**Drive-strength map**

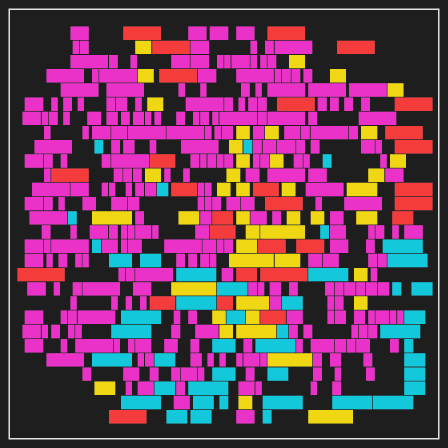
**Track usage over the die**

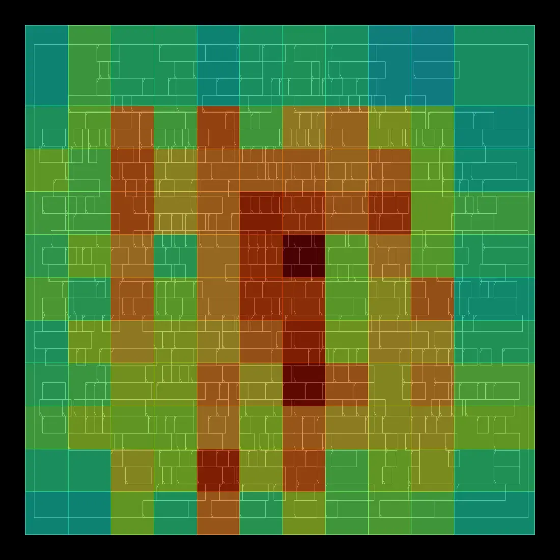
**Register map, names as in the netlist**

Other sequential cells in the stronger gray, the rest of the logic in the fainter gray.
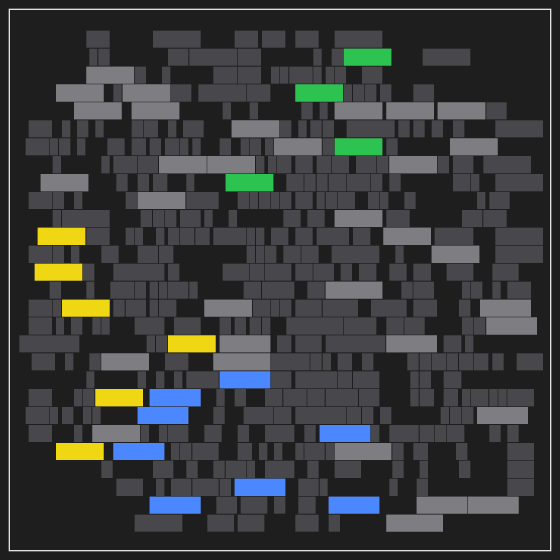
**Placement density heat map**

8 x 8 tiles, from black (low) to pale yellow (high), 0 to 100% covered.
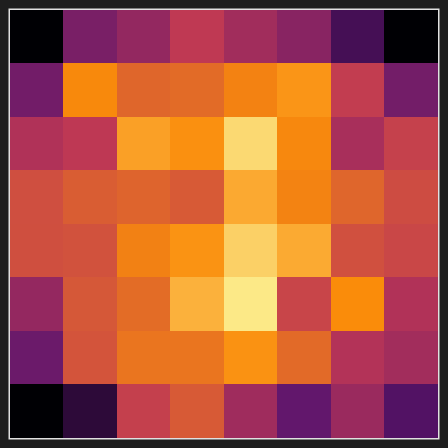
===== config.mk =====
export PLATFORM = sky130hd
export DESIGN_NAME = multicycle_ctrl_fsm
export DESIGN_NICKNAME = d
export VERILOG_FILES = /design/src/rtl/multicycle_ctrl_fsm.sv
export SDC_FILE = /design/constraint.sdc
export NUM_CORES = 1
export LEC_CHECK = 0
export CAP_MARGIN = 10
export CORE_MARGIN = 1
export CORE_UTILIZATION = 40
export DETAILED_ROUTE_END_ITERATION = 6
export GPL_TIMING_DRIVEN = 0
export PLACE_DENSITY = 0.66
export SETUP_SLACK_MARGIN = 0.1
export SLEW_MARGIN = 25
export SYNTH_ARGS = -nofsm -noshare
export SYNTH_HDL_FRONTEND = slang
export SYNTH_SLANG_ARGS = --single-unit

===== constraint.sdc =====
create_clock -name clk -period 2 [get_ports clk]
set_input_delay 0.4 -clock clk [delete_from_list [all_inputs] [get_ports clk]]
set_output_delay 0.4 -clock clk [all_outputs]
set_load 0.1 [all_outputs]

===== src/rtl/multicycle_ctrl_fsm.sv =====
// multicycle_ctrl_fsm: four-state-per-instruction control sequencer for the single-issue core
module multicycle_ctrl_fsm #(
    parameter int PROG_LEN = 20,
    parameter int CNT_W    = 8
) (
    input  logic             clk,
    input  logic             rst,
    input  logic             start,
    input  logic             pause,
    input  logic [5:0]       opcode,
    input  logic [5:0]       funct,
    input  logic [3:0]       rt,
    input  logic [3:0]       rd,
    output logic             ir_load,
    output logic             pc_en,
    output logic             rf_we,
    output logic [3:0]       dest_reg,
    output logic [3:0]       alu_op,
    output logic             alu_src_imm,
    output logic             busy,
    output logic             done,
    output logic             illegal,
    output logic [CNT_W-1:0] instr_count,
    output logic [CNT_W-1:0] illegal_count
);
    typedef enum logic [2:0] {IDLE, FETCH, DECODE, EXEC, WB, HALT} state_t;

    state_t           state_q, state_d;
    logic [5:0]       op_q, op_d, fn_q, fn_d;
    logic [3:0]       rt_q, rt_d, rd_q, rd_d;
    logic [3:0]       aop_q, aop_d, dst_q, dst_d;
    logic             imm_q, imm_d, wr_q, wr_d, ill_q, ill_d, done_q, done_d;
    logic [CNT_W-1:0] icnt_q, icnt_d, lcnt_q, lcnt_d;
    logic [3:0]       dec_aop, dec_dst;
    logic             dec_imm, dec_valid, dec_nop, go, last, in_ex;

    // Decode the captured instruction fields into ALU controls and write permission
    always_comb begin
        dec_aop   = 4'd0;
        dec_dst   = 4'd0;
        dec_imm   = 1'b0;
        dec_valid = 1'b0;
        dec_nop   = 1'b0;
        if (op_q == 6'd0) begin
            dec_valid = (fn_q < 6'd8) || (fn_q == 6'd12) || (fn_q == 6'd13) || (fn_q == 6'd14);
            dec_nop   = fn_q == 6'd0;
            dec_aop   = dec_valid ? fn_q[3:0] : 4'd0;
            dec_dst   = dec_valid ? rd_q : 4'd0;
        end else if ((op_q >= 6'd1 && op_q <= 6'd5) || op_q == 6'd13 || op_q == 6'd14 || op_q == 6'd16) begin
            dec_valid = 1'b1;
            dec_imm   = 1'b1;
            dec_aop   = (op_q == 6'd16) ? 4'd15 : op_q[3:0];
            dec_dst   = rt_q;
        end
    end

    // Next-state, field capture, decode registration and run counters
    always_comb begin
        go     = !pause;
        last   = ({1'b0, icnt_q} + 1'b1) == (CNT_W + 1)'(PROG_LEN);
        state_d = state_q;
        op_d   = op_q;
        fn_d   = fn_q;
        rt_d   = rt_q;
        rd_d   = rd_q;
        aop_d  = aop_q;
        dst_d  = dst_q;
        imm_d  = imm_q;
        wr_d   = wr_q;
        ill_d  = ill_q;
        icnt_d = icnt_q;
        lcnt_d = lcnt_q;
        done_d = 1'b0;
        if (go) begin
            case (state_q)
                IDLE, HALT: if (start) begin
                    state_d = FETCH;
                    icnt_d  = '0;
                    lcnt_d  = '0;
                end
                FETCH: begin
                    state_d = DECODE;
                    op_d    = opcode;
                    fn_d    = funct;
                    rt_d    = rt;
                    rd_d    = rd;
                end
                DECODE: begin
                    state_d = EXEC;
                    aop_d   = dec_aop;
                    dst_d   = dec_dst;
                    imm_d   = dec_imm;
                    wr_d    = dec_valid && !dec_nop && dec_dst != 4'd0;
                    ill_d   = !dec_valid;
                end
                EXEC: state_d = WB;
                WB: begin
                    state_d = last ? HALT : FETCH;
                    done_d  = last;
                    icnt_d  = (&icnt_q) ? icnt_q : icnt_q + 1'b1;
                    lcnt_d  = (ill_q && !(&lcnt_q)) ? lcnt_q + 1'b1 : lcnt_q;
                end
                default: state_d = IDLE;
            endcase
        end
    end

    // State and datapath-control registers with synchronous reset
    always_ff @(posedge clk) begin
        if (rst) begin
            state_q <= IDLE;
            op_q    <= '0;
            fn_q    <= '0;
            rt_q    <= '0;
            rd_q    <= '0;
            aop_q   <= '0;
            dst_q   <= '0;
            imm_q   <= 1'b0;
            wr_q    <= 1'b0;
            ill_q   <= 1'b0;
            icnt_q  <= '0;
            lcnt_q  <= '0;
            done_q  <= 1'b0;
        end else begin
            state_q <= state_d;
            op_q    <= op_d;
            fn_q    <= fn_d;
            rt_q    <= rt_d;
            rd_q    <= rd_d;
            aop_q   <= aop_d;
            dst_q   <= dst_d;
            imm_q   <= imm_d;
            wr_q    <= wr_d;
            ill_q   <= ill_d;
            icnt_q  <= icnt_d;
            lcnt_q  <= lcnt_d;
            done_q  <= done_d;
        end
    end

    // Outputs: strobes gated by pause and by a reset in progress, controls only in EXEC/WB
    always_comb begin
        in_ex         = state_q == EXEC || state_q == WB;
        ir_load       = state_q == FETCH && !pause && !rst;
        pc_en         = state_q == WB && !pause && !rst;
        rf_we         = pc_en && wr_q;
        dest_reg      = in_ex ? dst_q : 4'd0;
        alu_op        = in_ex ? aop_q : 4'd0;
        alu_src_imm   = in_ex && imm_q;
        illegal       = in_ex && ill_q;
        busy          = state_q != IDLE && state_q != HALT;
        done          = done_q;
        instr_count   = icnt_q;
        illegal_count = lcnt_q;
    end
endmodule

==> deck_impl_summary.md <==
Implementation Results

Power and ir drop
  • P_leak: 1.31 nW
  • Clk network pwr share: 0.320
  • Sequential power share: 0.520
  • Worst vdd ir: 0.298 mV
  • Psw: 0.535 mW

Critical path
  • Critical Path AT: 1.68 ns
  • Critical path launch point type: flop
  • Critical path class: flop to output pin
  • CP required: about 1.6 ns
  • Max FO, Critical Path: 5

Layout
  • Non-filler cells, final: ~480
  • Final #Nets: 434
  • Most frequent cells in the layout: nand2_1, a21oi_1, dfxtp_1
  • Most numerous logic cell after layout: nand2_1

Yosys
  • Seq/Total Area, Yosys: 0.399
  • Ys async rst share: 0
  • Yosys stat cell total: 331
  • Post-Syn Nets: 357
  • Synth area leader: dfxtp_1

Detailed routing
  • Via density per instance: 5.46
  • First-iteration detailed-routing DRC count: 158
  • WL final: 6940 um
  • Vias: 2,637
  • DRT Pass-1 Iters: 4

Timing
  • Final setup skew: 0.00683 ns
  • Final WS setup: -0.0761 ns
  • Fin Hold WS: 0.368 ns
  • Period utilization: 1.04
  • RSZ-0062 raised after global routing: true
  • Sum Neg Setup Slack: -0.630 ns
  • Final Setup Violations: 10
  • Max-slew violations: 0
  • Fmax: ~480 MHz
  • Measured slew at the worst slew-check pin: about 0.95 ns

Floorplanning
  • Overall die height: 82.0 um
  • I/O pin count: 55

Status
  • Status: complete, but fails checks
  • Failing checks: negative setup slack

Global routing
  • Gr ovfl total: 0
  • Largest net degree at the start of global routing: 15
  • Initial antenna violation count: 0

Clocking
  • Clock transition at path regs: approximately 0.08 ns
  • Root buffer cell: clkbuf_8
  • CTS Buf Count: 5

Hold path
  • Hold/Removal Path Class: input pin to flop

Placement
  • GPL Wtd Cong: between 0.8 and 0.9
  • Dpl hpwl: 4760 um
## Picture notes: 'drive-strength map'
_0 and _1 cells -> magenta  # cells 292, most used nand2_1
_3 and _4 cells -> yellow  # cells 43, most used buf_4
_2 cells -> cyan  # cells 45, most used dfxtp_2
_6 and larger -> red  # cells 28, most used buf_12

## Picture notes: 'track usage over the die'
met3 Use GR: 0.0433
gr busiest metal: met2
global-route track usage on met1: 0.288
final core occ: 0.621

## Picture notes: 'register map, names as in the netlist'
rd_q -> green  # sequential cells 4, where north
op_q -> yellow  # sequential cells 6
illegal_count -> blue  # sequential cells 8
not colored = 33
Seq. pwr: 1.05 mW
Seq/total area: 0.280
Flop area: 1050 um^2

## Picture notes: 'placement density heat map'
tiles over 75% full = 17%
densest ninth of the die = center
mean over tiles = 55%
core area: 6060 um^2
initial core utilization: 0.422

power groups by stage:
stage / Clock [mW] / Sequential [mW] / Combinational [mW]
after floorplan: 0 / 1.07 / 0.183
after global placement: 0 / 1.08 / 0.275
after detailed placement: 0 / 1.08 / 0.278
after CTS: 0.661 / 1.05 / 0.306
after global routing: 0.705 / 1.06 / 0.353
final: 0.647 / 1.05 / 0.326
cell type report:
cell class / count / area, um^2
buffer: 21 / 155
clock buffer: 7 / 97.6
fill: 550 / 2300
inverter: 5 / 23.8
multi-input combinational: 254 / 1570
sequential: 51 / 1050
tap: 75 / 93.8
timing repair buffer: 70 / 768
final timing paths:
path	to	slack (ns)	depth (start not counted)
max	alu_op[3]	-0.08	7
min reg2reg	aop_q[0]	0.46	2
max reg2reg	illegal_count[7]	0.18	7
min	state_q[0]	0.37	2
cell families (layout without fill, tap and decap cells):
kind of cell | Yosys count | in the layout | synth area share
AOI/OAI and AO/OA | 90 | 90 | 0.215
xor gates and xnor gates | 7 | 7 | 0.0240
adders and majority gates | 2 | 2 | 0.00978
buffers and inverters | 27 | 103 | 0.0426
DFF | 51 | 51 | 0.399
muxes | 3 | 3 | 0.0122
and+or+nand+nor | 151 | 152 | 0.297
routing by layer:
| metal | vias to the layer above | wire, um | part of all wire | global-route usage |
|---|---|---|---|---|
| met5 | - | 0 | 0 | 0 |
| met4 | 0 | 68 | 0.0098 | 0.0719 |
| met3 | 6 | 375 | 0.054 | 0.0433 |
| met2 | 90 | 3440 | 0.50 | 0.369 |
| met1 | 1209 | 3050 | 0.44 | 0.288 |
| li1 | 1332 | - | - | - |
registers in the layout (all words and copies together), names as in the netlist:
register,flops
illegal_count,8
instr_count,8
fn_q,6
op_q,6
aop_q,4
dst_q,4
rd_q,4
rt_q,4
state_q,3
done,1
ill_q,1
imm_q,1
wr_q,1
critical path: stages, from the launching register on:
cell and delay [ns]:
dfxtp_2 0.33, buf_6 0.12, nand2b_4 0.13, or2_1 0.25, buf_8 0.15, nand2_8 0.07, and2_4 0.16, buf_12 0.17
stage by stage:
step,instance area [um^2],utilization
3_3_place_gp,3290,0.543
5_1_grt,3760,0.621
2_1_floorplan,2680,-
3_5_place_dp,3290,0.543
6_report,3760,0.621
4_1_cts,3690,0.609
what timing repair did:
action / CTS / global route
endpoints found under the setup margin: 31 / 34
pin swaps: 12 / 11
resized: 191 / 18
cloned: 1 / 0
setup buffers: 11 / 7
synthesized netlist by cell type, types with 3 or more instances:
cell type and n:
inv_1 4, buf_2 6, and2_1 10, a211oi_1 5, nand2_1 58, nand3b_1 5, nand4_1 3, o21ai_1 6
nor4_1 6, a31oi_1 5, xnor2_1 7, clkbuf_1 16, nor3_1 6, o21ai_0 13, nand3_1 18, nor2_1 27
dfxtp_1 51, a21oi_1 45
Power figures rest on the tool's default switching activity, not on a simulated workload.
